### config.mk
export PLATFORM = sky130hd
export DESIGN_NAME = alu_seq_flat
export DESIGN_NICKNAME = d
export VERILOG_FILES = /design/src/rtl/alu_seq_if.sv /design/src/rtl/alu_seq.sv /design/src/flat_wrapper.sv
export SDC_FILE = /design/constraint.sdc
export NUM_CORES = 1
export LEC_CHECK = 0
export ABC_CLOCK_PERIOD_IN_PS = 4050
export CORE_MARGIN = 4
export CORE_UTILIZATION = 48
export DETAILED_ROUTE_END_ITERATION = 12
export GPL_TIMING_DRIVEN = 0
export PLACE_DENSITY = 0.9
export SETUP_SLACK_MARGIN = 0.3
export SYNTH_ARGS = -nofsm -noshare
export SYNTH_HDL_FRONTEND = slang
export SYNTH_SLANG_ARGS = --single-unit
export TNS_END_PERCENT = 20
### constraint.sdc
create_clock -name CLK -period 4.05 [get_ports CLK]
set_input_delay 0.81 -clock CLK [delete_from_list [all_inputs] [get_ports CLK]]
set_output_delay 0.81 -clock CLK [all_outputs]
set_load 0.02 [all_outputs]
### src/rtl/alu_seq_if.sv
// Request, result and ALU-control bundle between a requester, alu_seq and the external ALU.
// The slave side is the sequencer. The master side is the requester, consumer and ALU.
interface alu_seq_if;
  logic       REQ_VLD;
  logic       REQ_RDY;
  logic [2:0] REQ_OP;
  logic [7:0] REQ_A;
  logic [7:0] REQ_B;
  logic [7:0] Din;
  logic       An;
  logic       Bn;
  logic       ISUMn;
  logic       ISUBn;
  logic       IMULn;
  logic       IDIVn;
  logic       ISHLn;
  logic       ISHRn;
  logic [7:0] ALU_RES;
  logic       RES_VLD;
  logic       RES_RDY;
  logic [7:0] RES;
  logic       ERR;
  logic [7:0] OPCNT;

  modport slave (
    input  REQ_VLD, REQ_OP, REQ_A, REQ_B, ALU_RES, RES_RDY,
    output REQ_RDY, Din, An, Bn, ISUMn, ISUBn, IMULn, IDIVn, ISHLn, ISHRn,
           RES_VLD, RES, ERR, OPCNT
  );

  modport master (
    output REQ_VLD, REQ_OP, REQ_A, REQ_B, ALU_RES, RES_RDY,
    input  REQ_RDY, Din, An, Bn, ISUMn, ISUBn, IMULn, IDIVn, ISHLn, ISHRn,
           RES_VLD, RES, ERR, OPCNT
  );
endinterface

### src/rtl/alu_seq.sv
// Sequences an external ALU: load A, load B, execute, capture, then hold the result for the consumer.
// Every output is registered. Output values are derived from the next state.
//   state | meaning
//   IDLE  | ready for a request
//   LDA   | Din = A, An low
//   LDB   | Din = B, Bn low
//   EXEC  | op select low
//   CAPT  | op select low, ALU_RES captured on exit
//   DONE  | result valid, waiting for RES_RDY
module alu_seq (
  input logic      CLK,
  input logic      RSTn,
  alu_seq_if.slave bus
);
  typedef enum logic [2:0] {IDLE, LDA, LDB, EXEC, CAPT, DONE} state_t;
  localparam logic [2:0] OP_DIV = 3'd3;

  state_t     state, state_nx;
  logic [2:0] op_q;
  logic [7:0] b_q;
  logic       rdy_q, vld_q, err_q, an_q, bn_q;
  logic [7:0] res_q, din_q, cnt_q;
  logic [5:0] sel_q;
  logic       rdy_nx, vld_nx, err_nx, an_nx, bn_nx;
  logic [7:0] res_nx, din_nx, cnt_nx;
  logic [5:0] sel_nx;
  logic       accept, bad_op, div_zero;

  assign accept   = (state == IDLE) && bus.REQ_VLD;
  assign bad_op   = bus.REQ_OP[2] & bus.REQ_OP[1];
  assign div_zero = (bus.REQ_OP == OP_DIV) && (bus.REQ_B == 8'h00);

  always_ff @(posedge CLK or negedge RSTn) begin
    if (!RSTn) begin
      state <= IDLE;
      op_q  <= 3'd0;
      b_q   <= 8'h00;
      rdy_q <= 1'b1;
      vld_q <= 1'b0;
      err_q <= 1'b0;
      res_q <= 8'h00;
      cnt_q <= 8'h00;
      din_q <= 8'h00;
      an_q  <= 1'b1;
      bn_q  <= 1'b1;
      sel_q <= '1;
    end else begin
      state <= state_nx;
      rdy_q <= rdy_nx;
      vld_q <= vld_nx;
      err_q <= err_nx;
      res_q <= res_nx;
      cnt_q <= cnt_nx;
      din_q <= din_nx;
      an_q  <= an_nx;
      bn_q  <= bn_nx;
      sel_q <= sel_nx;
      if (accept) begin
        op_q <= bus.REQ_OP;
        b_q  <= bus.REQ_B;
      end
    end
  end

  always_comb begin
    state_nx = state;
    case (state)
      IDLE: if (bus.REQ_VLD) state_nx = (bad_op || div_zero) ? DONE : LDA;
      LDA:  state_nx = LDB;
      LDB:  state_nx = EXEC;
      EXEC: state_nx = CAPT;
      CAPT: state_nx = DONE;
      DONE: if (bus.RES_RDY) state_nx = IDLE;
      default: state_nx = IDLE;
    endcase
  end

  always_comb begin
    rdy_nx = (state_nx == IDLE);
    vld_nx = (state_nx == DONE);
    an_nx  = 1'b1;
    bn_nx  = 1'b1;
    sel_nx = '1;
    din_nx = 8'h00;
    res_nx = res_q;
    err_nx = err_q;
    cnt_nx = cnt_q;
    case (state_nx)
      // LDA is entered only from IDLE, so A comes straight off the request bus
      LDA: begin
        an_nx  = 1'b0;
        din_nx = bus.REQ_A;
      end
      LDB: begin
        bn_nx  = 1'b0;
        din_nx = b_q;
      end
      EXEC, CAPT: sel_nx = ~(6'b000001 << op_q);
      default: ;
    endcase
    if (accept && bad_op) begin
      res_nx = 8'h00;
      err_nx = 1'b1;
    end else if (accept && div_zero) begin
      res_nx = 8'hFF;
      err_nx = 1'b1;
    end else if (state == CAPT) begin
      res_nx = bus.ALU_RES;
      err_nx = 1'b0;
    end
    if (state == DONE && bus.RES_RDY) cnt_nx = cnt_q + 8'd1;
  end

  assign bus.REQ_RDY = rdy_q;
  assign bus.RES_VLD = vld_q;
  assign bus.RES     = res_q;
  assign bus.ERR     = err_q;
  assign bus.OPCNT   = cnt_q;
  assign bus.Din     = din_q;
  assign bus.An      = an_q;
  assign bus.Bn      = bn_q;
  assign bus.ISUMn   = sel_q[0];
  assign bus.ISUBn   = sel_q[1];
  assign bus.IMULn   = sel_q[2];
  assign bus.IDIVn   = sel_q[3];
  assign bus.ISHLn   = sel_q[4];
  assign bus.ISHRn   = sel_q[5];
endmodule

### src/flat_wrapper.sv
// flat-port wrapper written by rule: the top's interface ports become plain ports
module alu_seq_flat 
  (CLK, RSTn, bus_REQ_VLD, bus_REQ_OP, bus_REQ_A, bus_REQ_B, bus_ALU_RES, bus_RES_RDY, bus_REQ_RDY, bus_Din, bus_An, bus_Bn, bus_ISUMn, bus_ISUBn, bus_IMULn, bus_IDIVn, bus_ISHLn, bus_ISHRn, bus_RES_VLD, bus_RES, bus_ERR, bus_OPCNT);
  alu_seq_if bus_i ();
  input logic CLK;
  input logic RSTn;
  input wire logic [$bits(bus_i.REQ_VLD)-1:0] bus_REQ_VLD;
  input wire logic [$bits(bus_i.REQ_OP)-1:0] bus_REQ_OP;
  input wire logic [$bits(bus_i.REQ_A)-1:0] bus_REQ_A;
  input wire logic [$bits(bus_i.REQ_B)-1:0] bus_REQ_B;
  input wire logic [$bits(bus_i.ALU_RES)-1:0] bus_ALU_RES;
  input wire logic [$bits(bus_i.RES_RDY)-1:0] bus_RES_RDY;
  output wire logic [$bits(bus_i.REQ_RDY)-1:0] bus_REQ_RDY;
  output wire logic [$bits(bus_i.Din)-1:0] bus_Din;
  output wire logic [$bits(bus_i.An)-1:0] bus_An;
  output wire logic [$bits(bus_i.Bn)-1:0] bus_Bn;
  output wire logic [$bits(bus_i.ISUMn)-1:0] bus_ISUMn;
  output wire logic [$bits(bus_i.ISUBn)-1:0] bus_ISUBn;
  output wire logic [$bits(bus_i.IMULn)-1:0] bus_IMULn;
  output wire logic [$bits(bus_i.IDIVn)-1:0] bus_IDIVn;
  output wire logic [$bits(bus_i.ISHLn)-1:0] bus_ISHLn;
  output wire logic [$bits(bus_i.ISHRn)-1:0] bus_ISHRn;
  output wire logic [$bits(bus_i.RES_VLD)-1:0] bus_RES_VLD;
  output wire logic [$bits(bus_i.RES)-1:0] bus_RES;
  output wire logic [$bits(bus_i.ERR)-1:0] bus_ERR;
  output wire logic [$bits(bus_i.OPCNT)-1:0] bus_OPCNT;
  assign bus_i.REQ_VLD = bus_REQ_VLD;
  assign bus_i.REQ_OP = bus_REQ_OP;
  assign bus_i.REQ_A = bus_REQ_A;
  assign bus_i.REQ_B = bus_REQ_B;
  assign bus_i.ALU_RES = bus_ALU_RES;
  assign bus_i.RES_RDY = bus_RES_RDY;
  assign bus_REQ_RDY = bus_i.REQ_RDY;
  assign bus_Din = bus_i.Din;
  assign bus_An = bus_i.An;
  assign bus_Bn = bus_i.Bn;
  assign bus_ISUMn = bus_i.ISUMn;
  assign bus_ISUBn = bus_i.ISUBn;
  assign bus_IMULn = bus_i.IMULn;
  assign bus_IDIVn = bus_i.IDIVn;
  assign bus_ISHLn = bus_i.ISHLn;
  assign bus_ISHRn = bus_i.ISHRn;
  assign bus_RES_VLD = bus_i.RES_VLD;
  assign bus_RES = bus_i.RES;
  assign bus_ERR = bus_i.ERR;
  assign bus_OPCNT = bus_i.OPCNT;
  alu_seq u_core (.CLK(CLK), .RSTn(RSTn), .bus(bus_i));
endmodule
run_1/power_grid.png
The bar under the picture is 20 um long. Pins as bars on the die edge.
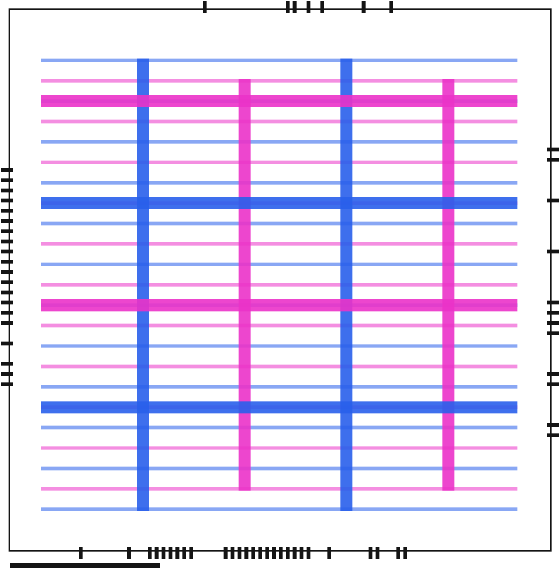
legend:
  magenta:
    net: VDD
  blue:
    net: VSS
met4 straps: 4
rows: 22
met5 straps: 4
met1 rails: 23
Chip Width: 72.0 um
core footprint: 0.00380 mm^2

run_1/placement_by_type.png
The bar under the picture is 20 um long.
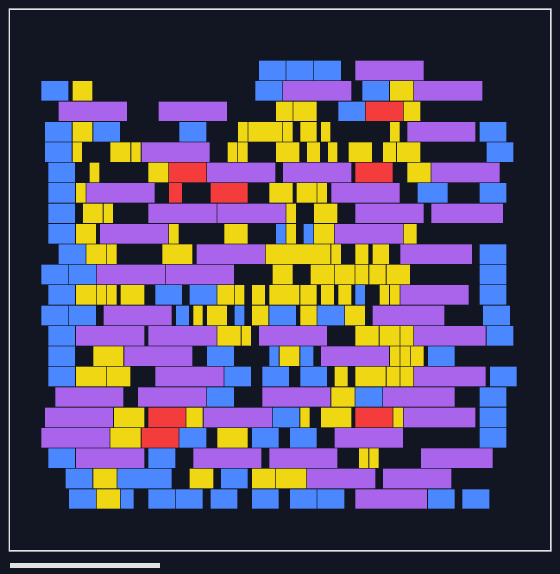
legend:
  yellow:
    class: combinational and other logic
    cells: 102
  blue:
    class: remaining buffers and delay cells
    cells: 74
  purple:
    class: sequential cells
    cells: 49
  red:
    class: clock drivers and dummy loads
    cells: 8
final core occ: 73.5%
cell area after layout: 0.00279 mm^2

run_1/clk_routes.png
The bar under the picture is 20 um long.
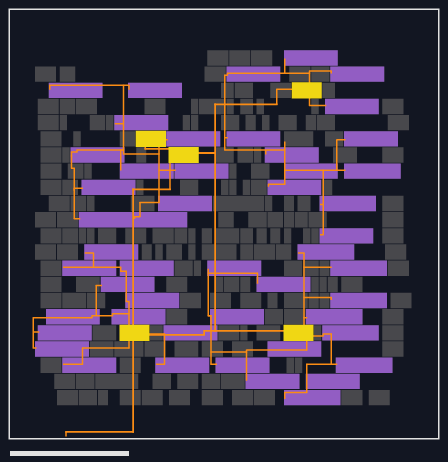
legend:
  purple:
    item: flip-flops
    count: 49
  yellow:
    item: clock drivers
    count: 5
  orange:
    item: clock wires
    length: 524 um
flops lie: widely spread
routed clock nets: 6
clk pwr: 307 uW
Clock Skew: 0.00519 ns

run_1/wires.png
Only two layers are drawn.
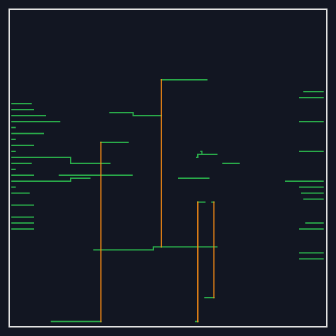
legend:
  orange:
    layer: metal 4
    wire_length: 128 um
  green:
    layer: metal 3
    wire_length: 287 um
GRT Total Usage: 18.8%
Via Count: 1493
Routed WL: 4570 um
wire per inst: 16.3 um

run 1: final cells by class:
type                            count  area share [%]
Buffer                              8            1.43
Clock buffer                        7            3.45
Clock inverter                      1           0.179
Inverter                            4           0.538
Multi-Input combinational cell     98            24.1
Sequential cell                    49            44.3
Tap cell                           48            2.15
Timing Repair Buffer               66            23.8
run 1: registers in the layout, indices dropped and copies added, names as in the netlist:
signal,cells
u_core.bus.OPCNT,8
u_core.bus.Bn,1
u_core.bus.ERR,1
u_core.state,3
u_core.bus.RES_VLD,1
u_core.sel_q,6
u_core.bus.An,1
u_core.bus.REQ_RDY,1
u_core.bus.RES,8
u_core.b_q,8
u_core.op_q,3
u_core.bus.Din,8
run 1: layer usage:
layer	track usage (%)	vias up
met1	22.7	724
met4	9.19	0
met2	30.9	53
met3	5.26	9
met5	0	-
li1	-	707
==> impl_metrics.ini, run 1 <==
; physical design summary
[synth]
yosys.area_share.adder_pct = 0.637
yosysTopAreaCell = dfrtp_1
common_cells = dfrtp_1 (40), nand2_1 (18), mux2_2 (10)
ys_async_sr_fraction_pct = 100
synthMuxAreaShare_pct = 5.73
ys_seq_share_pct = 63.0
syn_area_mm2 = 0.00197
ys.flop_type = dfrtp_1
ys_cells = 159
syn_area_per_cell_um2 = 12.4
xor_share_pct = 3.56
ys_warn_count = 0

[power_and_ir_drop]
peakVddDrop_uv = 476
powerSeq_uw = 808
switchingPower_uw = 705
sw_frac_of_total_pct = 35.8
intPower_uw = 1270
leakagePower_uw = 0.00119
p_seq_share_pct = 41.0

[cells_and_area]
n_fill_cell = 272
instances_no_fill = 281
drive_above_1_share_pct = 14.6

[place]
hpwl_um = 3380
dp.cells = 273
port_buffers = 65

[setup_path]
r2r_start = u_core.state[1]$_DFF_PN0_
path_delay_family = AND-OR/OR-AND gates
r2r_end = u_core.bus.Din[6]$_DFF_PN0_
cp_slowest_cell = clkdlybuf4s50_1
critPathLaunchType = primary input
reg2reg_depth = 3

[clocking]
clock_sinks = 49
clock_latency_ns = 0.30
cts_hold_buf = 0
h-tree-depth = 2

[timing]
tns_ns = 0
hold_slack_ns = 0.396
max_freq_mhz = 399

[status]
status = completed

[routing]
drt_iter0_drc = 88
avgViaCountPerCell = 5.31
wl_met3_um = 286
postRouteAntennaNets = 0

[grt]
grt_max_degree = 38
grt_pass1_vias = 1486
antenna_found_initial = 0

[die]
die_area_mm2 = 0.00518
run_1/placement.png
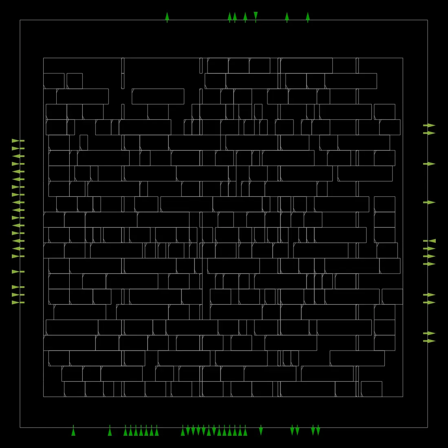

==> run 1 -> run 2 <==
Settings changed: ABC_CLOCK_PERIOD_IN_PS 4050 to 2300, CORE_UTILIZATION 48 to 40, PLACE_DENSITY 0.9 to 0.8.
Clock period 4.05 ns to 2.3 ns, I/O delays scaled along.
run_2/placement.png
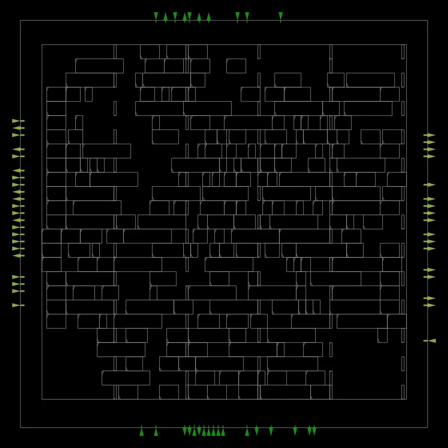
final core occ: 59.8%
Cell Rows: 25
Seq Cell Count: 49
sequential share of cell area: 43.5%

==> run 2 against run 1 <==
  * Final cell count is 7.1% higher
  * Clock-buffer cell count is 1 higher
  * Global-route usage down 3.2 points
  * Register-to-register slack worse by 1.5 ns
  * Non-clock buffer count up 1
  * Area after synthesis unchanged
  * Synthesized cell count unchanged
  * Clock skew about the same
==> impl_metrics.ini, run 2 <==
; physical design summary
[power_and_ir_drop]
p_seq_share_pct = 41.1
leakagePower_uw = 0.00120
powerSeq_uw = 1400
sw_frac_of_total_pct = 35.2
switchingPower_uw = 1200
peakVddDrop_uv = 627

[setup_path]
r2r_end = u_core.bus.RES[5]$_DFFE_PN0P_
cp_slowest_cell = clkdlybuf4s50_1
r2r_start = u_core.state[2]$_DFF_PN0_
critPathLaunchType = primary input
path_delay_family = simple AND/OR/NAND/NOR gates

[routing]
wl_met3_um = 320
wl_per_cell_um = 14.0
vias = 1495
routed_wl_um = 4220
avgViaCountPerCell = 4.97

[place]
hpwl_um = 3080
port_buffers = 65
dp.cells = 292

[grt]
track_usage_pct = 15.6
antenna_found_initial = 0
met3_usage_pct = 5.28
use_met1_pct = 18.8

[die]
die_x_um = 78.1
core-area_mm2 = 0.00475
die_area_mm2 = 0.00610

[clocking]
clock_latency_ns = 0.30
h-tree-depth = 2
cts_hold_buf = 0

[cells_and_area]
fin_area_mm2 = 0.00284
instances_no_fill = 301
drive_above_1_share_pct = 15.8

[synth]
syn_area_mm2 = 0.00197
ys_cells = 159
yosysTopAreaCell = dfrtp_1
ys_async_sr_fraction_pct = 100
ys_seq_share_pct = 63.0
ys.flop_type = dfrtp_1
syn_area_per_cell_um2 = 12.4
common_cells = dfrtp_1 (40), nand2_1 (18), mux2_2 (10)

[timing]
hold_slack_ns = 0.109

[status]
status = completed
run_2/clk_routes.png
The bar under the picture is 20 um long.
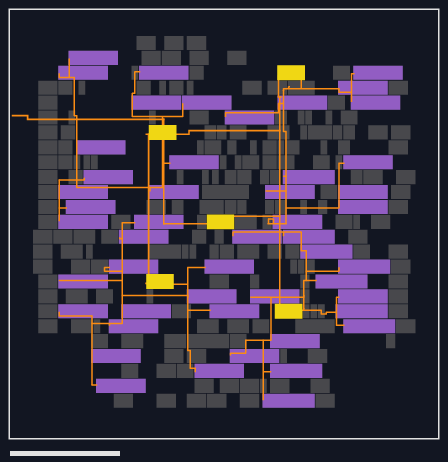
legend:
  purple:
    item: flip-flops
    count: 49
  orange:
    item: clock wires
    length: 548 um
  yellow:
    item: clock drivers
    count: 5
routed clock nets: 6
clock share of power: 15.0%
clk pwr: 512 uW
Clock Skew: 0.00494 ns

run 2: cell type report:
cell class / count / area [um^2]
Fill cell: 424 / 1910
Multi-Input combinational cell: 98 / 701
Buffer: 8 / 41.3
Sequential cell: 49 / 1240
Inverter: 4 / 15.0
Timing Repair Buffer: 67 / 673
Tap cell: 67 / 83.8
Clock buffer: 8 / 90.1
run 2: kinds of logic (layout without fill, tap and decap cells):
family                     count (synthesis)  after routing  share of synthesized area (%)
DFF                                       49             49                           63.0
adders and majority gates                  1              1                          0.636
AOI/OAI and AO/OA                         27             27                           10.3
buffers and inverters                     12             87                           2.80
xor gates and xnor gates                   8              8                           3.56
and+or+nand+nor                           52             52                           14.0
muxes                                     10             10                           5.73
run_2/wires.png
Only two layers are drawn.
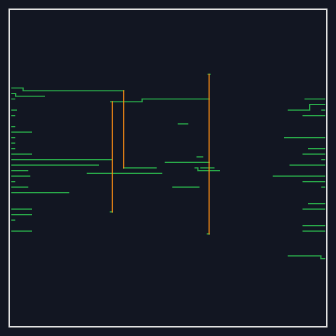

==> run 2 -> run 3 <==
Settings changed: ABC_CLOCK_PERIOD_IN_PS 2300 to 1780, CORE_UTILIZATION 40 to 45, PLACE_DENSITY 0.8 to 0.85.
Clock period 2.3 ns to 1.78 ns, I/O delays scaled along.
run_3/wires.png
Only two layers are drawn.
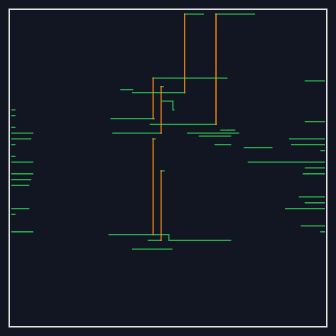
legend:
  orange:
    layer: metal 4
    wire_length: 103 um
  green:
    layer: metal 3
    wire_length: 281 um
GRT Total Usage: 18.8%
Via Count: 1589
Routed WL: 5340 um

==> run 3 against run 2 <==
  * Clock-buffer cell count shrank 1
  * Clock skew hardly changed
  * Flip-flop count stayed put
  * Combinational power rose by 56%
  * Critical path depth decreased by 5
  * Utilization increased by 15 points
  * Critical path type is now reg2out
  * Critical endpoint is now bus_OPCNT[3]
  * Largest cell class unchanged
==> impl_metrics.ini, run 3 <==
; physical design summary
[die]
n_tap_cell = 50
ios = 66
die_area_mm2 = 0.00549
num_rows = 23

[cells_and_area]
seq-cell-share_pct = 40.2
n_fill_cell = 269
logic_gates = 98
sh_comb_area_pct = 25.0
flops = 49
logic_area_um2 = 768
area_share_nonclk_buffers_pct = 29.0
dominant_cells = flip-flops and latches
fin_area_mm2 = 0.00308
syn2layout_area_growth_pct = 56.6
antennaDiodeCount = 0
instances_no_fill = 300
area_share_clock_buf_inv_pct = 3.29
regArea_mm2 = 0.00124
num-nonclk-inverters = 4
nClkBuffers = 7
buffers = 91
drive_above_1_share_pct = 27.2
finish.utilization_pct = 74.8

[synth]
synthMuxAreaShare_pct = 5.73
ys_cells = 159
ys_async_sr_fraction_pct = 100
yosysTopAreaCell = dfrtp_1
ys_warn_count = 0
syn_area_mm2 = 0.00197
topCombFamilyByArea = simple AND/OR/NAND/NOR gates
aoi_share_pct = 10.3
syn_area_per_cell_um2 = 12.4
common_cells = dfrtp_1 (40), nand2_1 (18), mux2_2 (10)
ys_seq_share_pct = 63.0
xor_share_pct = 3.56
synthTopCellsByArea = dfrtp_1 (51%), dfstp_2 (12%), mux2_2 (5.7%), a22o_1 (3.6%), nand2_1 (3.4%)
ys.flop_type = dfrtp_1
synth-simple-area-share_pct = 14.0
yosys.area_share.adder_pct = 0.637

[grt]
grt_max_degree = 28
antenna_found_initial = 0
grt_most_used_layer = met2
use_met1_pct = 23.5
met3_usage_pct = 5.27
grt_pass1_vias = 1619
grt_util_met2_pct = 30.8

[place]
port_buffers = 65
hpwl_um = 3090
gp_routability_congestion = 0.812
dp.cells = 275

[routing]
postRouteAntennaNets = 0
drt_iter0_drc = 158
wl_met3_um = 281
wl_met2_um = 2800
wl_per_cell_um = 17.8
dr.max_layer_used = met4
avgViaCountPerCell = 5.30

[timing]
max_freq_mhz = 590
tns_ns = 0
final.setup_skew_ns = 0.00527
hold_slack_ns = 0.0315
finalSetupViolations = 0

[power_and_ir_drop]
leakagePower_uw = 0.00139
powerSeq_uw = 1840
switchingPower_uw = 1760
power_frac_clock_pct = 14.6
p_comb_share_pct = 47.8
power_clock_uw = 713
intPower_uw = 3140
sw_frac_of_total_pct = 35.9
p_seq_share_pct = 37.7

[setup_path]
path_delay_family = buffers and inverters
critPathLaunchType = register
cp_slowest_cell = clkdlybuf4s50_1
arrival_ns = 1.34
critPathMaxFanout = 4
reg2reg_depth = 6
required_ns = 1.42
critPathBufInv = 1

[clocking]
clock_sinks = 49
h-tree-depth = 2
post-cts-setup-buffer-count = 12
clock_latency_ns = 0.31
cts_hold_buf = 0

[status]
status = completed
run_3/power_grid.png
The bar under the picture is 20 um long. Pins as bars on the die edge.
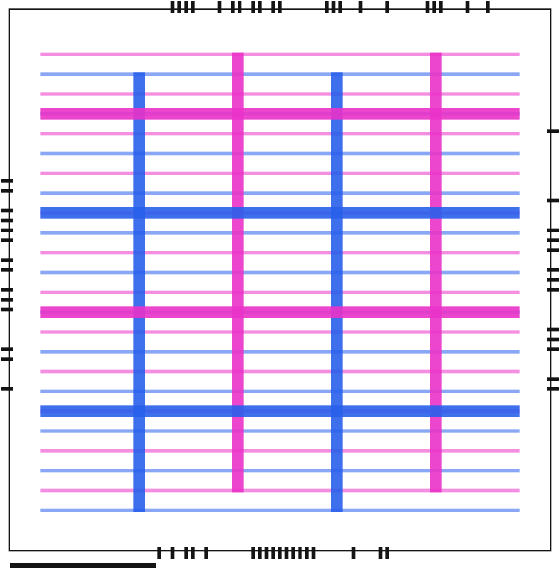
legend:
  blue:
    net: VSS
  magenta:
    net: VDD
met5 straps: 4
signal pins: 66
met1 rails: 24
met4 straps: 4
Peak VDD IR: 788 uV
Chip Width: 74.1 um
core footprint: 0.00412 mm^2

[run 3: cell counts after synthesis]
Identical to the previous run, type by type.
[run 3: worst paths after layout]
kind / from / to / slack [ns]
min reg2reg: u_core.bus.OPCNT[7]$_DFFE_PN0P_ / u_core.bus.OPCNT[7]$_DFFE_PN0P_ / 0.47
max in group asynchronous: RSTn / u_core.sel_q[0]$_DFF_PN1_ / 1.14
max reg2reg: u_core.state[2]$_DFF_PN0_ / u_core.bus.RES[2]$_DFFE_PN0P_ / 0.12
max: u_core.bus.OPCNT[3]$_DFFE_PN0P_ / bus_OPCNT[3] / 0.08
min in group CLK: u_core.bus.OPCNT[7]$_DFFE_PN0P_ / u_core.bus.OPCNT[7]$_DFFE_PN0P_ / 0.47
min: RSTn / u_core.bus.OPCNT[5]$_DFFE_PN0P_ / 0.03
Power figures rest on the tool's default switching activity, not on a simulated workload.
